Run 1, routed clock nets over the placement:
The bar under the picture is 10 µm long.
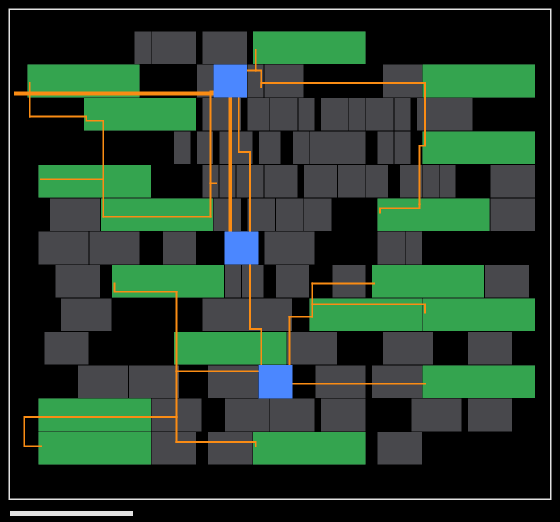
Run 1, register map, names as in the netlist:
The bar under the picture is 10 µm long. Other sequential cells in the stronger gray, the rest of the logic in the fainter gray.
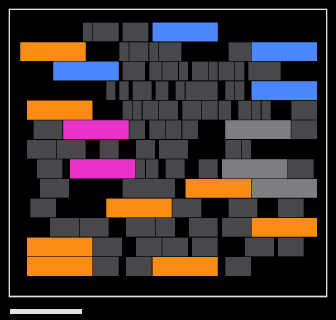
Run 1, gate families picked out:
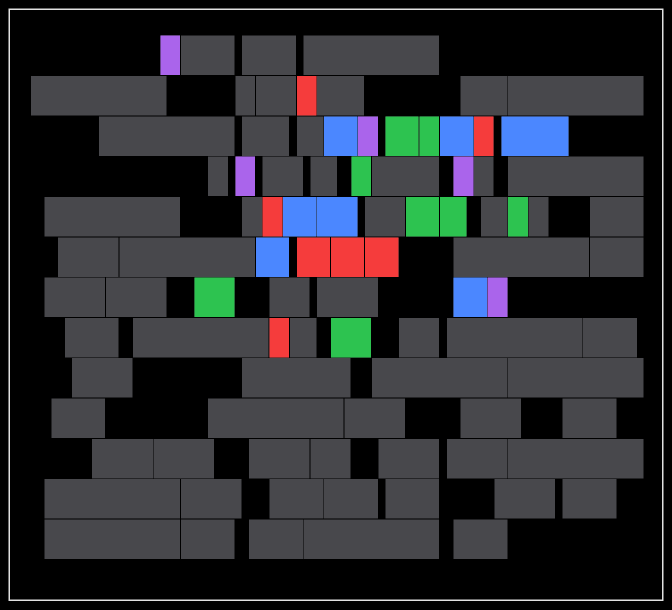
Run 1, congestion heat map:
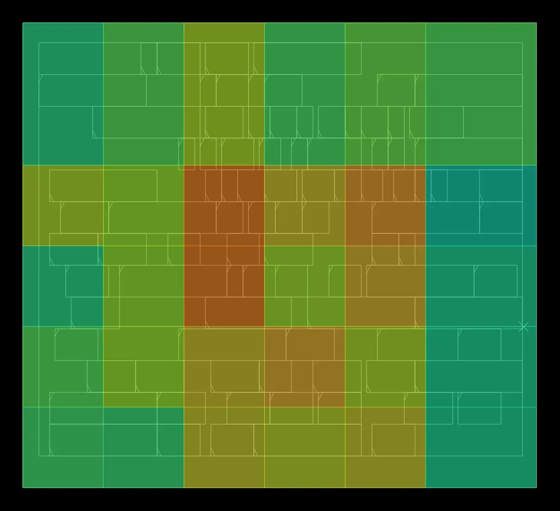
==> src/rtl/piso_feeder_pkg.sv <==
// piso_feeder shared definitions: FSM state encoding and counter sizing.
// Optional parity frame bit is enabled with `define PISO_FEEDER_PARITY_EN.
package piso_feeder_pkg;

    typedef enum logic [1:0] {
        ST_IDLE  = 2'd0,
        ST_SHIFT = 2'd1,
        ST_PAR   = 2'd2,
        ST_DONE  = 2'd3
    } state_t;

    // Bit counter holds WIDTH+1 distinct values.
    function automatic int cnt_w(input int width);
        return $clog2(width + 1);
    endfunction

endpackage

==> src/rtl/piso_feeder_bit_cnt.sv <==
// bit_cnt: loadable bit-index up-counter with clear and terminal-count flag.
// Saturates at WIDTH-1 so it never wraps inside a frame.
module bit_cnt
    import piso_feeder_pkg::*;
#(
    parameter int WIDTH = 8,
    parameter int CW    = cnt_w(WIDTH)
) (
    input  logic          clk,
    input  logic          rst_n,
    input  logic          clr,
    input  logic          ld,
    input  logic [CW-1:0] ld_val,
    input  logic          inc,
    output logic          tc
);

    logic [CW-1:0] cnt;

    assign tc = (cnt == CW'(WIDTH - 1));

    always_ff @(posedge clk or negedge rst_n) begin
        if (!rst_n) begin
            cnt <= '0;
        end else if (clr) begin
            cnt <= '0;
        end else if (ld) begin
            cnt <= ld_val;
        end else if (inc && !tc) begin
            cnt <= cnt + CW'(1);
        end
    end

endmodule

==> src/rtl/piso_feeder.sv <==
// piso_feeder: valid/ready word in, registered D/LD bit stream out.
// Define PISO_FEEDER_PARITY_EN to append an even-parity bit to each frame.
module piso_feeder
    import piso_feeder_pkg::*;
#(
    parameter int WIDTH     = 8,
    parameter bit MSB_FIRST = 1'b1
) (
    input  logic             CK,
    input  logic             RB,
    input  logic [WIDTH-1:0] DIN,
    input  logic             DVALID,
    output logic             DREADY,
    output logic             D,
    output logic             LD,
    output logic             BUSY,
    output logic             DONE
);

    localparam int CW = cnt_w(WIDTH);

    state_t           state_q;
    state_t           state_d;
    logic [WIDTH-1:0] sreg_q;
    logic [WIDTH-1:0] sreg_d;
    logic [WIDTH-1:0] sreg_rot;
    logic             d_d;
    logic             ld_d;
    logic             done_d;
    logic             cnt_clr;
    logic             cnt_ld;
    logic             cnt_inc;
    logic             cnt_tc;

    function automatic logic head(input logic [WIDTH-1:0] w);
        return MSB_FIRST ? w[WIDTH-1] : w[0];
    endfunction

    // Rotate rather than shift so the next bit always sits at the head.
    assign sreg_rot = MSB_FIRST ? {sreg_q[WIDTH-2:0], sreg_q[WIDTH-1]}
                                : {sreg_q[0], sreg_q[WIDTH-1:1]};

    assign DREADY = (state_q == ST_IDLE);
    assign BUSY   = (state_q != ST_IDLE);

    bit_cnt #(
        .WIDTH (WIDTH),
        .CW    (CW)
    ) u_bit_cnt (
        .clk    (CK),
        .rst_n  (RB),
        .clr    (cnt_clr),
        .ld     (cnt_ld),
        .ld_val ('0),
        .inc    (cnt_inc),
        .tc     (cnt_tc)
    );

`ifdef PISO_FEEDER_PARITY_EN
    logic par_q;

    always_ff @(posedge CK or negedge RB) begin
        if (!RB) begin
            par_q <= 1'b0;
        end else if (state_q == ST_IDLE && DVALID) begin
            par_q <= ^DIN;
        end
    end
`endif

    always_ff @(posedge CK or negedge RB) begin
        if (!RB) begin
            state_q <= ST_IDLE;
        end else begin
            state_q <= state_d;
        end
    end

    always_comb begin
        state_d = state_q;
        sreg_d  = sreg_q;
        d_d     = 1'b0;
        ld_d    = 1'b0;
        done_d  = 1'b0;
        cnt_clr = 1'b0;
        cnt_ld  = 1'b0;
        cnt_inc = 1'b0;
        unique case (state_q)
            ST_IDLE: begin
                if (DVALID) begin
                    state_d = ST_SHIFT;
                    sreg_d  = DIN;
                    d_d     = head(DIN);
                    ld_d    = 1'b1;
                    cnt_ld  = 1'b1;
                end
            end
            ST_SHIFT: begin
                if (cnt_tc) begin
`ifdef PISO_FEEDER_PARITY_EN
                    state_d = ST_PAR;
                    d_d     = par_q;
                    ld_d    = 1'b1;
`else
                    state_d = ST_DONE;
                    done_d  = 1'b1;
`endif
                end else begin
                    sreg_d  = sreg_rot;
                    d_d     = head(sreg_rot);
                    ld_d    = 1'b1;
                    cnt_inc = 1'b1;
                end
            end
`ifdef PISO_FEEDER_PARITY_EN
            ST_PAR: begin
                state_d = ST_DONE;
                done_d  = 1'b1;
            end
`endif
            ST_DONE: begin
                state_d = ST_IDLE;
                cnt_clr = 1'b1;
            end
            default: begin
                state_d = ST_IDLE;
            end
        endcase
    end

    always_ff @(posedge CK or negedge RB) begin
        if (!RB) begin
            sreg_q <= '0;
            D      <= 1'b0;
            LD     <= 1'b0;
            DONE   <= 1'b0;
        end else begin
            sreg_q <= sreg_d;
            D      <= d_d;
            LD     <= ld_d;
            DONE   <= done_d;
        end
    end

endmodule

==> config.mk <==
export PLATFORM = sky130hd
export DESIGN_NAME = piso_feeder
export DESIGN_NICKNAME = d
export VERILOG_FILES = /design/src/rtl/piso_feeder_pkg.sv /design/src/rtl/piso_feeder_bit_cnt.sv /design/src/rtl/piso_feeder.sv
export SDC_FILE = /design/constraint.sdc
export NUM_CORES = 1
export LEC_CHECK = 0
export ABC_CLOCK_PERIOD_IN_PS = 5300
export CAP_MARGIN = 20
export CORE_ASPECT_RATIO = 0.9
export CORE_UTILIZATION = 53
export CTS_CLUSTER_SIZE = 14
export DETAILED_ROUTE_END_ITERATION = 10
export GPL_TIMING_DRIVEN = 1
export PLACE_DENSITY = 0.79
export SYNTH_ARGS = -nofsm -noshare
export SYNTH_HDL_FRONTEND = slang
export SYNTH_HIERARCHICAL = 1
export SYNTH_SLANG_ARGS = --single-unit
==> constraint.sdc <==
create_clock -name CK -period 5.3 [get_ports CK]
set_input_delay 0.795 -clock CK [delete_from_list [all_inputs] [get_ports CK]]
set_output_delay 0.795 -clock CK [all_outputs]
set_load 0.01 [all_outputs]
==> flow_metrics.env, run 1 <==
# physical design summary
export IMPL_floorplanUtilization_pct=57.4
export IMPL_drt_initial_drc_count=15
export IMPL_diodes=0
export IMPL_placement_cell_area_um2=1020
export IMPL_seq_power_w=0.000241
export IMPL_clockBufferDepth=2
export IMPL_finalHoldViolations=0
export IMPL_grt_first_pass_wirelength_um=2370
export IMPL_clockNetworkPower_w=0.0000695
export IMPL_final_common_cell="dfrtp_1"
export IMPL_internal_power_w=0.000435
export IMPL_clock_insertion_delay_worst_skew_ns=0.29
export IMPL_postSynth_asyncResetShare_pct=100
export IMPL_core_area_um2=1460
export IMPL_synthDominantAreaCellType="dfrtp_1"
export IMPL_synthDistinctLibCells=25
export IMPL_postLayoutSetupSlackWorst_ns=2.98
export IMPL_enable_flop_cells=0
export IMPL_num_rows=13
export IMPL_comb_power_share_pct=53.5
export IMPL_design_die_area_um2=1750
export IMPL_endpoint_kind="output pin"
export IMPL_slew_at_the_pin_closest_to_its_max_slew_limit_ns=0.731
export IMPL_startpoint_type="flip-flop"
export IMPL_timing_setup_critical_path_class="flip-flop to output pin"
export IMPL_post_place_cells=104
export IMPL_fillerInstances=102
export IMPL_avgSynthCellArea_um2=11.7
export IMPL_count_of_unresolved_drc_violations_after_routing=1
export IMPL_hpwl_um=1000
export IMPL_peak_freq_mhz=431
export IMPL_syn_warnings=6
export IMPL_cts_reportedPaths_clkPinSlew_ns=0.10
export IMPL_route_final_wire_length_um=1420
export IMPL_die_height_um=39.8
export IMPL_timing_critical_path_required_ns=4.51
export IMPL_grt_antenna_before_repair=0
export IMPL_clkSinkCount=17
export IMPL_worst_hold_slack_ns=0.515
export IMPL_area_delta_synth_final_pct=24.0
export IMPL_post_place_ws_ns=2.92
export IMPL_p_comb_w=0.000357
export IMPL_maximum_net_fanout_on_the_critical_path=7
export IMPL_power_density_nw_per_um2=640
export IMPL_post_drt_via_cell_ratio=5.37
export IMPL_largestPowerGroup="combinational cells"
export IMPL_wl_per_cell_um=13.1
export IMPL_synth_largest_type_area_fraction_pct=50.6
export IMPL_post_route_cell_area_um2=1040
export IMPL_boundaryPins=16
export IMPL_max_cap_viol_count=0
export IMPL_seq_power_share_pct=36.1
export IMPL_period_minus_slack_ns=2.32
export IMPL_grt_setup_unrepaired="no"
export IMPL_clockPowerShare_pct=10.4
export IMPL_cts_made_buffers=3
export IMPL_synthCells=72
export IMPL_ir_drop_v=0.000346
export IMPL_post_route_cells_drive_above_1_share_pct=22.6
export IMPL_failed_checks="DRC"
export IMPL_status="finished with violations"
export IMPL_setup_viol=0
export IMPL_clk_root_buffer_cell="clkbuf_4"
export IMPL_drt_first_pass_iters=7
export IMPL_htree_num_levels=1
export IMPL_portBuffers=15
export IMPL_switching_power_w=0.000232
export IMPL_setup_tns_ns=0
export IMPL_switching_share_pct=34.8
export IMPL_gp_congestion=0.697
export IMPL_finalCoreUtilization_pct=71.2
export IMPL_netlist_top_cell_by_instances="dfrtp_1"
export IMPL_yosys_cells=72
export IMPL_min_period_over_period_pct=43.8
export IMPL_worst_min_delay_path_class="flip-flop to flip-flop"
export IMPL_maximum_number_of_pins_on_one_net_before_global_route_repair=18
export IMPL_final_cell_count_no_fill=108
export IMPL_grt_remaining_overflow=0
export IMPL_synth_area_um2=841
export IMPL_worst_clock_skew_ns=0.00608
export IMPL_num_vias=580
export IMPL_finalNetCount=106
export IMPL_synth_top_flop_cell="dfrtp_1"
export IMPL_timing_max_transition_violations_final=0
export IMPL_hold_buffers=0
export IMPL_worstPathArrival_ns=1.53
export IMPL_cts_setup_buffers=0
export IMPL_most_common_layout_cells="dfrtp_1, clkdlybuf4s50_1, mux2_2"
export IMPL_synth_flop_count=17
export IMPL_synth_chip_area_um2=841
export IMPL_leakage_nw=0.446
export IMPL_relative_slew_margins_pct=51.1
Notes on 'routed clock nets over the placement' above:
Orange stands for clock wires, length 221 µm. Blue stands for clock drivers, count 3. Green stands for flip-flops, count 17.
Position of the flops: all over the die. There are 4 routed clock nets.

Notes on 'register map, names as in the netlist' above:
Orange stands for `sreg_q`, flops 8. Magenta stands for `state_q`, flops 2. Blue stands for `u_bit_cnt/cnt`, flops 4.

Notes on 'gate families picked out' above:
Red stands for NOR gates, cells 7, most used nor2_1, where center. Green stands for NAND gates, cells 8, most used nand2_1. Purple stands for inverters, cells 5, most used inv_1. Blue stands for AND and OR gates, cells 7, most used and2_1.

Notes on 'congestion heat map' above:
total global routing track utilization: 19.8%
Global Route met3 Usage: 5.53%

-- run 1: area by class of cell --
| class | count | area, µm² | share of cell area, % |
|---|---|---|---|
| sequential | 17 | 425 | 40.8 |
| inverter | 5 | 18.8 | 1.80 |
| clock buffer | 4 | 26.3 | 2.52 |
| tap | 15 | 18.8 | 1.80 |
| timing repair buffer | 15 | 150 | 14.4 |
| multi-input combinational | 52 | 403 | 38.7 |
-- run 1: logic make-up after synthesis --
family / count (synthesis) / share of synthesized area, %
adders and majority gates: 1 / 1.49
buffers and inverters: 6 / 2.83
DFF: 17 / 50.6
muxes: 14 / 18.7
and+or+nand+nor: 22 / 15.3
other: 1 / 0.446
AOI/OAI and AO/OA: 11 / 10.6
-- run 1: registers in the layout, summed over array words and instances (netlist names) --
name           count
DONE               1
state_q            2
D                  1
sreg_q             8
LD                 1
u_bit_cnt/cnt      4
-- run 1: critical path, stage by stage (launching register included) --
cell	delay, ns
dfrtp_1	0.48
nor2_1	0.19
clkdlybuf4s50_1	0.56
-- run 1: worst paths after layout --
path / from / to / slack (ns) / cells past startpoint
worst max-delay path: state_q[0] / DREADY / 2.98 / 2
worst min-delay path: sreg_q[5] / sreg_q[5] / 0.51 / 1
worst max register to register: state_q[0] / u_bit_cnt/cnt[0] / 2.99 / 5
worst min register to register: sreg_q[5] / sreg_q[5] / 0.51 / 1
max in group asynchronous: RB / state_q[1] / 3.91 / 1
min in group asynchronous: RB / sreg_q[1] / 0.93 / 1
-- run 1: per-layer routing --
metal  track usage [%]  part of all wire, %  vias to the layer above
met5                 0                    0                        -
met4              11.4                 0.85                        0
met3              5.53                  4.9                        2
met2              29.9                   45                       14
met1              25.6                   49                      272
li1                  -                    -                      292
Run 1, placed cells, one color a class:
The bar under the picture is 10 µm long.
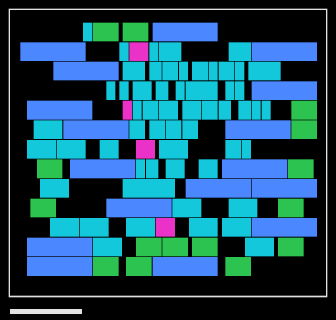

==> inputs of run 2 (changes only) <==
--- a/config.mk
+++ b/config.mk
@@ -5,14 +5,14 @@
 export SDC_FILE = /design/constraint.sdc
 export NUM_CORES = 1
 export LEC_CHECK = 0
-export ABC_CLOCK_PERIOD_IN_PS = 5300
+export ABC_CLOCK_PERIOD_IN_PS = 2100
 export CAP_MARGIN = 20
 export CORE_ASPECT_RATIO = 0.9
-export CORE_UTILIZATION = 53
+export CORE_UTILIZATION = 44
 export CTS_CLUSTER_SIZE = 14
 export DETAILED_ROUTE_END_ITERATION = 10
 export GPL_TIMING_DRIVEN = 1
-export PLACE_DENSITY = 0.79
+export PLACE_DENSITY = 0.7
 export SYNTH_ARGS = -nofsm -noshare
 export SYNTH_HDL_FRONTEND = slang
 export SYNTH_HIERARCHICAL = 1
==> constraint.sdc (replaced) <==
create_clock -name CK -period 2.1 [get_ports CK]
set_input_delay 0.315 -clock CK [delete_from_list [all_inputs] [get_ports CK]]
set_output_delay 0.315 -clock CK [all_outputs]
set_load 0.01 [all_outputs]
Run 2, placed cells, one color a class:
The bar under the picture is 10 µm long.
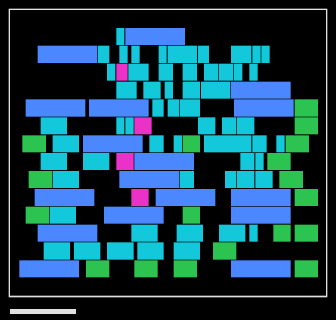
Cyan stands for combinational and other logic, cells 57. Green stands for other buffers and delay cells, cells 18. Blue stands for flops, cells 17. Magenta stands for clock drivers and dummy loads, cells 4.

Run 2, routed clock nets over the placement:
The bar under the picture is 10 µm long.
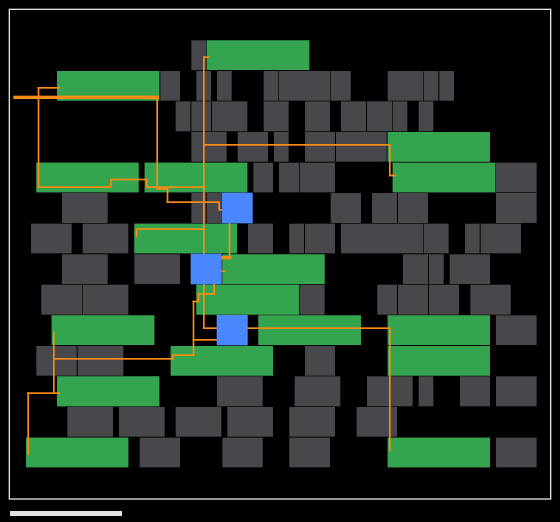
Orange stands for clock wires, length 184 µm. Green stands for flip-flops, count 17. Blue stands for clock drivers, count 3.
Position of the flops: all over the die.

==> flow_metrics.env, run 2 <==
# physical design summary
export IMPL_status="finished clean"
export IMPL_diodes=0
export IMPL_post_place_ws_ns=0.139
export IMPL_peak_freq_mhz=528
export IMPL_worstPathArrival_ns=2.06
export IMPL_met2_usage_pct=24.6
export IMPL_yosys_cells=72
export IMPL_endpoint_kind="flip-flop"
export IMPL_most_common_layout_cells="dfrtp_1, clkdlybuf4s50_1, mux2_2"
export IMPL_rr_startpoint="u_bit_cnt/cnt[0]"
export IMPL_die_height_um=43.5
export IMPL_min_period_over_period_pct=90.1
export IMPL_timing_reg2reg_worst_path_depth=4
export IMPL_grt_remaining_overflow=0
export IMPL_cts_repair_resized=0
export IMPL_post_route_cell_area_um2=1080
export IMPL_maximum_net_fanout_on_the_critical_path=9
export IMPL_avgSynthCellArea_um2=11.7
export IMPL_final_comb_area_um2=405
export IMPL_timing_setup_critical_path_class="flip-flop to flip-flop"
export IMPL_maximum_number_of_pins_on_one_net_before_global_route_repair=18
export IMPL_synth_chip_area_um2=841
export IMPL_globalRouteMet3Util_pct=2.50
export IMPL_via_count_of_the_first_global_routing_pass=566
export IMPL_synth_largest_type_area_fraction_pct=50.6
export IMPL_clockBufferDepth=2
export IMPL_finalCoreUtilization_pct=62.3
export IMPL_route_final_wire_length_um=1340
export IMPL_dieWidth_um=48.1
export IMPL_cts_setup_buffers=0
export IMPL_period_minus_slack_ns=1.89
export IMPL_synth_area_um2=841
export IMPL_antenna_violating_nets_post_route=0
export IMPL_globalRouteTotalUtil_pct=17.2
export IMPL_floorplanUtilization_pct=48.5
export IMPL_grt_busiest_layer="met1"
export IMPL_synth_seq_share_pct=50.6
export IMPL_seq_area_um2=425
export IMPL_synthDominantAreaCellType="dfrtp_1"
export IMPL_drt_initial_drc_count=9
export IMPL_postSynth_asyncResetShare_pct=100
export IMPL_core_area_um2=1730
export IMPL_top_register="sreg_q"
export IMPL_ir_drop_v=0.000882
export IMPL_netlist_top_cells_area="dfrtp_1, mux2_2, a211oi_4"
export IMPL_max_cap_viol_count=0
export IMPL_cp_top_family="AND-OR/OR-AND gates"
export IMPL_wl_per_cell_um=11.1
export IMPL_grt_first_pass_wirelength_um=2520
export IMPL_hpwl_um=1000
export IMPL_leakage_nw=0.464
export IMPL_timing_critical_path_required_ns=2.27
export IMPL_cp_num_buf_inv=0
export IMPL_crit_reg2reg_capture="sreg_q[2]"
export IMPL_finalHoldViolations=0
export IMPL_design_die_area_um2=2090
export IMPL_totalPowerFinal_w=0.00171
export IMPL_worst_min_delay_path_class="input port to asynchronous set/reset pin"
export IMPL_drt_first_pass_iters=4
export IMPL_final_common_cell="dfrtp_1"
export IMPL_setup_viol=0
export IMPL_gp_congestion=0.806
export IMPL_cp_slowest_stage_delay_ns=0.48
export IMPL_grt_antenna_before_repair=0
export IMPL_area_delta_synth_final_pct=28.4
export IMPL_synth_flop_count=17
export IMPL_enable_flop_cells=0
export IMPL_post_route_cells_drive_above_1_share_pct=27.1
export IMPL_timing_max_transition_violations_final=0
export IMPL_finalNetCount=109
export IMPL_hold_buffers=0
export IMPL_post_drt_via_cell_ratio=4.92
export IMPL_num_rows=14
export IMPL_syn_warnings=6
export IMPL_setup_tns_ns=0
export IMPL_power_density_nw_per_um2=1590
export IMPL_netlist_top_cell_by_instances="dfrtp_1"
export IMPL_slowest_stage="a211oi_4"
export IMPL_setup_reg_to_reg_worst_slack_ns=0.21
export IMPL_count_of_unresolved_drc_violations_after_routing=0
export IMPL_fillerInstances=158
export IMPL_post_synth_most_frequent_cells="dfrtp_1, mux2_2, inv_1, nor2_1"
export IMPL_placement_cell_area_um2=1050
export IMPL_cts_made_buffers=3
export IMPL_startpoint_type="flip-flop"
export IMPL_postLayoutSetupSlackWorst_ns=0.207
export IMPL_grt_setup_unrepaired="no"
export IMPL_num_vias=590
export IMPL_cts_reportedPaths_clkPinSlew_ns=0.10
export IMPL_htree_num_levels=1
export IMPL_biggestRegsByFlops="sreg_q: 8 flops, u_bit_cnt/cnt: 4 flops, state_q: 2 flops"
export IMPL_synth_top_flop_cell="dfrtp_1"
export IMPL_met1_layer_usage_reported_by_global_route_pct=26.7
export IMPL_worstPathCellList="ha_1 > and3b_4 > a211oi_4 > mux2_2"
export IMPL_worst_clock_skew_ns=0.00569
export IMPL_clk_root_buffer_cell="clkbuf_4"
export IMPL_cts_tree="done"
export IMPL_synthDistinctLibCells=25
export IMPL_boundaryPins=16
export IMPL_portBuffers=15
export IMPL_clock_insertion_delay_worst_skew_ns=0.28
export IMPL_clkSinkCount=17
export IMPL_largest_reg_flops=8
export IMPL_synthCells=72
export IMPL_tool_warnings=26
Run 2, register map, names as in the netlist:
The bar under the picture is 10 µm long. Other sequential cells in the stronger gray, the rest of the logic in the fainter gray.
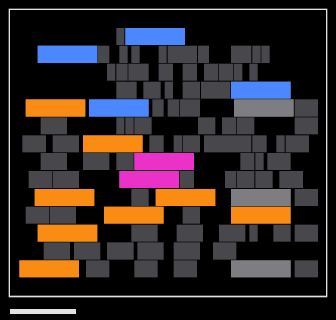
Blue stands for `u_bit_cnt/cnt`, flops 4. Magenta stands for `state_q`, flops 2. Orange stands for `sreg_q`, flops 8.
Another 3 sequential cells are not colored.

[run 2: through the flow]
stage | hold slack, ns | cells
finish | 0.347 | 120
global route | 0.368 | 120
CTS | 0.351 | 120
detailed placement | 0.493 | 116
global placement | 0.483 | 116
floorplan | 0.0194 | 75
[run 2: final cells by class]
type	instances	share of cell area [%]
Clock buffer	3	2.09
Multi-Input combinational cell	52	37.5
Tap cell	24	2.78
Timing Repair Buffer	18	16.0
Inverter	5	1.74
Clock inverter	1	0.463
Sequential cell	17	39.4
[run 2: power by group]
part	switching, W	leakage [nW]	internal [W]	total (W)
Combinational	0.000394	0.245	0.000562	0.000955
Clock	0.0000980	0.0177	0.0000706	0.000169
Sequential	0.0000907	0.201	0.000498	0.000588
[run 2: worst max-delay path by stage]
stage | start | end | slack, ns | cells past startpoint
floorplan | u_bit_cnt/cnt[0] | u_bit_cnt/cnt[3] | 0.28 | 6
global placement | u_bit_cnt/cnt[0] | u_bit_cnt/cnt[3] | 0.20 | 6
detailed placement | u_bit_cnt/cnt[0] | u_bit_cnt/cnt[3] | 0.14 | 6
CTS | u_bit_cnt/cnt[0] | u_bit_cnt/cnt[3] | 0.11 | 6
global route | u_bit_cnt/cnt[0] | u_bit_cnt/cnt[3] | 0.06 | 6
finish | u_bit_cnt/cnt[0] | sreg_q[2] | 0.21 | 4
[run 2: kinds of logic (layout without fill, tap and decap cells)]
family                     Yosys count  in the layout  share of synthesized area (%)
buffers and inverters                6             27                           2.83
muxes                               14             14                           18.7
and+or+nand+nor                     22             22                           15.3
AOI/OAI and AO/OA                   11             11                           10.6
adders and majority gates            1              1                           1.49
other                                1              4                          0.446
DFF                                 17             17                           50.6
[run 2: layer usage]
layer  vias up  wire [µm]
li1        300          -
met1       273        702
met2        17        573
met3         0         58
met4         0          0
met5         -          0
Power and IR drop assume default switching activity.
